Figure 1. Routing congestion.
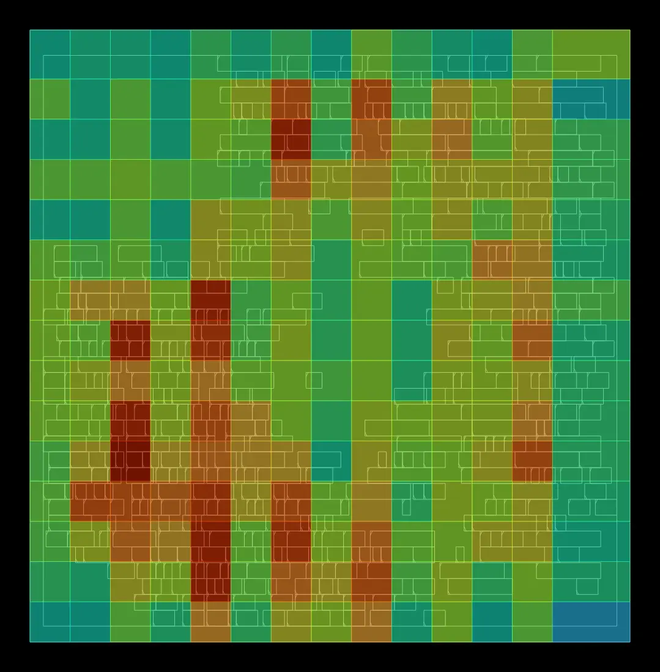
Figure 2. Clock network drawn from the DEF.
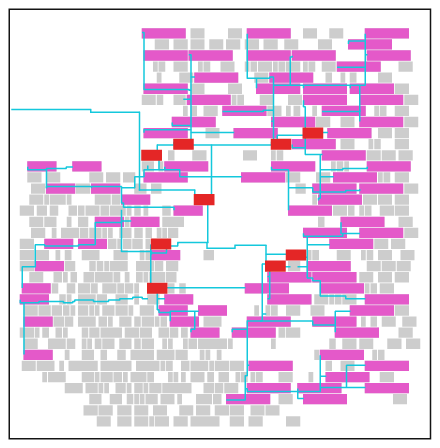
<file path="config.mk">
export PLATFORM = sky130hd
export DESIGN_NAME = vfifo_sc_fifo_ctrl
export DESIGN_NICKNAME = d
export VERILOG_FILES = /design/src/rtl/vfifo_sc_fifo_ctrl.sv
export SDC_FILE = /design/constraint.sdc
export NUM_CORES = 1
export LEC_CHECK = 0
export CORE_AREA = 2 2 101 103
export CTS_CLUSTER_DIAMETER = 120
export CTS_CLUSTER_SIZE = 24
export DETAILED_ROUTE_END_ITERATION = 12
export DIE_AREA = 0 0 103 105
export GPL_ROUTABILITY_DRIVEN = 1
export PLACE_DENSITY = 0.92
export SLEW_MARGIN = 30
export SYNTH_ARGS = -nofsm -noshare
export SYNTH_HDL_FRONTEND = slang
export SYNTH_SLANG_ARGS = --single-unit
</file>
<file path="constraint.sdc">
create_clock -name clk -period 6.42 [get_ports clk]
set_input_delay 1.605 -clock clk [delete_from_list [all_inputs] [get_ports clk]]
set_output_delay 1.605 -clock clk [all_outputs]
set_load 0.005 [all_outputs]
</file>
<file path="src/rtl/vfifo_sc_fifo_ctrl.sv">
// rtl/vfifo_sc_fifo_ctrl.sv - single-clock FIFO controller over an external dual-port RAM
// A 2-entry output buffer hides the one-cycle RAM read latency so the read side streams at full rate.
module vfifo_sc_fifo_ctrl #(
    parameter int DATA_WIDTH = 32,
    parameter int ADDR_WIDTH = 8,
    parameter int AF_LEVEL   = (1 << ADDR_WIDTH) - 4
) (
    input  logic                  clk,
    input  logic                  rst,
    input  logic [DATA_WIDTH-1:0] s_data,
    input  logic                  s_valid,
    output logic                  s_ready,
    output logic [DATA_WIDTH-1:0] m_data,
    output logic                  m_valid,
    input  logic                  m_ready,
    output logic [ADDR_WIDTH-1:0] ram_adr_a,
    output logic [DATA_WIDTH-1:0] ram_d_a,
    output logic                  ram_we_a,
    output logic [ADDR_WIDTH-1:0] ram_adr_b,
    input  logic [DATA_WIDTH-1:0] ram_q_b,
    output logic [ADDR_WIDTH+1:0] count,
    output logic                  almost_full
);
    localparam int PW = ADDR_WIDTH + 1;
    localparam int CW = ADDR_WIDTH + 2;
    localparam logic [PW-1:0] DEPTH_P = PW'(1 << ADDR_WIDTH);
    localparam logic [PW-1:0] AF_P    = PW'(AF_LEVEL);

    logic [PW-1:0]         wptr;
    logic [PW-1:0]         rptr;
    logic [PW-1:0]         ram_cnt;
    logic [1:0]            ob_cnt;
    logic                  inflight;
    logic [DATA_WIDTH-1:0] ob0;
    logic [DATA_WIDTH-1:0] ob1;
    logic                  full;
    logic                  ram_empty;
    logic                  push;
    logic                  pop;
    logic                  issue;
    logic [2:0]            pend;
    logic                  cap_slot1;

    always_comb begin
        ram_cnt   = wptr - rptr;
        full      = (ram_cnt == DEPTH_P);
        ram_empty = (ram_cnt == '0);
        s_ready   = !full && !rst;
        m_valid   = (ob_cnt != 2'd0);
        m_data    = ob0;
        push      = s_valid && s_ready;
        pop       = m_valid && m_ready;
        // Buffer slots that will be committed after this edge; a read may only be
        // issued if its data is guaranteed a free slot when it returns.
        pend      = {1'b0, ob_cnt} + {2'b00, inflight} - {2'b00, pop};
        issue     = !ram_empty && (pend < 3'd2);
        cap_slot1 = (ob_cnt == 2'd2 && pop) || (ob_cnt == 2'd1 && !pop);
        ram_adr_a = wptr[ADDR_WIDTH-1:0];
        ram_adr_b = rptr[ADDR_WIDTH-1:0];
        ram_d_a   = s_data;
        ram_we_a  = push;
        count     = CW'(ram_cnt) + CW'(ob_cnt) + CW'(inflight);
        almost_full = (ram_cnt >= AF_P);
    end

    always_ff @(posedge clk) begin
        if (rst) begin
            wptr     <= '0;
            rptr     <= '0;
            ob_cnt   <= 2'd0;
            inflight <= 1'b0;
        end else begin
            if (push) begin
                wptr <= wptr + PW'(1);
            end
            if (issue) begin
                rptr <= rptr + PW'(1);
            end
            inflight <= issue;
            ob_cnt   <= pend[1:0];
        end
    end

    // Data slots carry no reset; ob_cnt alone says which entries are meaningful.
    always_ff @(posedge clk) begin
        if (!rst) begin
            if (pop) begin
                ob0 <= ob1;
            end
            if (inflight) begin
                if (cap_slot1) begin
                    ob1 <= ram_q_b;
                end else begin
                    ob0 <= ram_q_b;
                end
            end
        end
    end
endmodule

</file>
==> flow_metrics.tcl <==
# place-and-route summary
set metrics [dict create \
    tightest_slew_ns 0.6650 \
    crit_family "buffers and inverters" \
    logic_area_mm2 0.001808 \
    grt_pass1_vias 3179 \
    synthCells 427 \
    power.density_mw_per_mm2 395.5 \
    p_leak_nw 2.214 \
    timing.rr.start "rptr[0]" \
    endpoint "count[8]" \
    drtIter0Drc 101 \
    fin_setup_tns_ns 0 \
    ys_sh_adder_pct 5.494 \
    peakVddDrop_mv 0.2799 \
    postSynthSeqShare_pct 50.42 \
    htreeDepth 3 \
    route.detailed.wl_per_inst_um 15.54 \
    final_util_pct 58.02 \
    firstDrtPassIters 6 \
    grt_max_degree 65 \
    maxPowerGroup "combinational logic" \
    root_buffer "clkbuf_8" \
    synthAoiAreaFrac_pct 9.049 \
    rsz0062_at_grt "false" \
    status "finished clean" \
    antenna_cells 0 \
    r2r.worst_path.cells 10 \
    cp_cell_sequence "inv_1, ha_1, nor2_1, a211oi_1, nor2_1, xor2_1, nand4bb_1, nor2_1, xnor2_1, clkdlybuf4s50_1" \
    cts_buffer_depth 2 \
    fillCellCount 814 \
    critPathMostFrequentCell "nor2_1" \
    max_stage_delay_ns 0.51 \
    ys_ff 85 \
    clk_pin_slew_worst_paths_ns 0.09 \
    drc 0 \
    cts_setup_buffers 0 \
    cts-resized-gates 0 \
    num_vias 3174 \
    hold_slack_ns 0.5403 \
    portBuffers 97 \
    routed_via_density 5.153 \
    die-area_mm2 0.01082 \
]
## Picture notes: Figure 1
met3 GRT Util: 4.682%
met2 Use GR: 31.40%

## Picture notes: Figure 2
legend:
  magenta:
    item: flip-flops
    count: 85
  cyan:
    item: clock wires
    length: 952 um
  red:
    item: cells driving clock nets
    count: 9
routed clock nets: 10
flops lie: spread over the die
clock share of power: 15.8%
clk latency late pin: 0.34 ns
Clk power: 0.000351 W

-- final cells by class --
cell class	count	area share, %
Clock buffer	9	2.215
Clock inverter	7	1.029
Inverter	25	1.678
Multi-Input combinational cell	256	32.33
Sequential cell	85	41.88
Tap cell	133	2.975
Timing Repair Buffer	101	17.90
-- cell families after synthesis --
group                      count (synthesis)
DFF                                       85
adders and majority gates                 18
AOI/OAI and AO/OA                         68
muxes                                     38
xor gates and xnor gates                  19
buffers and inverters                     86
and+or+nand+nor                          113
-- routing by layer --
layer / wire [um] / global-route usage [%] / part of all wire, % / up-vias
met1: 4029 / 21.10 / 42 / 1492
met3: 501 / 4.682 / 5.2 / 22
met5: 0 / 0 / 0 / -
li1: - / - / - / 1562
met2: 4904 / 31.40 / 51 / 98
met4: 140 / 4.699 / 1.5 / 0
-- synthesized netlist by cell type, types with 7 or more instances --
| cell type | number | area [um2] |
|---|---|---|
| buf_4 | 48 | 360.4 |
| inv_1 | 25 | 93.84 |
| xnor2_1 | 11 | 96.34 |
| xor2_1 | 8 | 70.07 |
| nor2_1 | 56 | 210.2 |
| mux2i_1 | 34 | 340.3 |
| edfxtp_1 | 64 | 1922 |
| clkbuf_1 | 9 | 33.78 |
| nand2_1 | 11 | 41.29 |
| dfxtp_1 | 21 | 420.4 |
| a21oi_1 | 46 | 230.2 |
| nand3_1 | 7 | 35.03 |
| ha_1 | 14 | 175.2 |
-- cells in the final DEF (no fill, tap or decap), drive strengths merged, types with 3 or more instances in the layout --
cell type      instances
ha                    14
nor3                   6
clkdlybuf4s50         97
a21oi                 46
xor2                   8
xnor2                 11
mux2i                 34
o21ai                  3
nand4                  4
a21o                   6
nand3                  7
dfxtp                 21
nand2                 11
nor2                  56
nor2b                  6
fa                     4
inv                   29
mux2                   4
buf                    4
and4                   4
and3                   6
clkbuf                 9
edfxtp                64
Power and IR drop assume default switching activity.
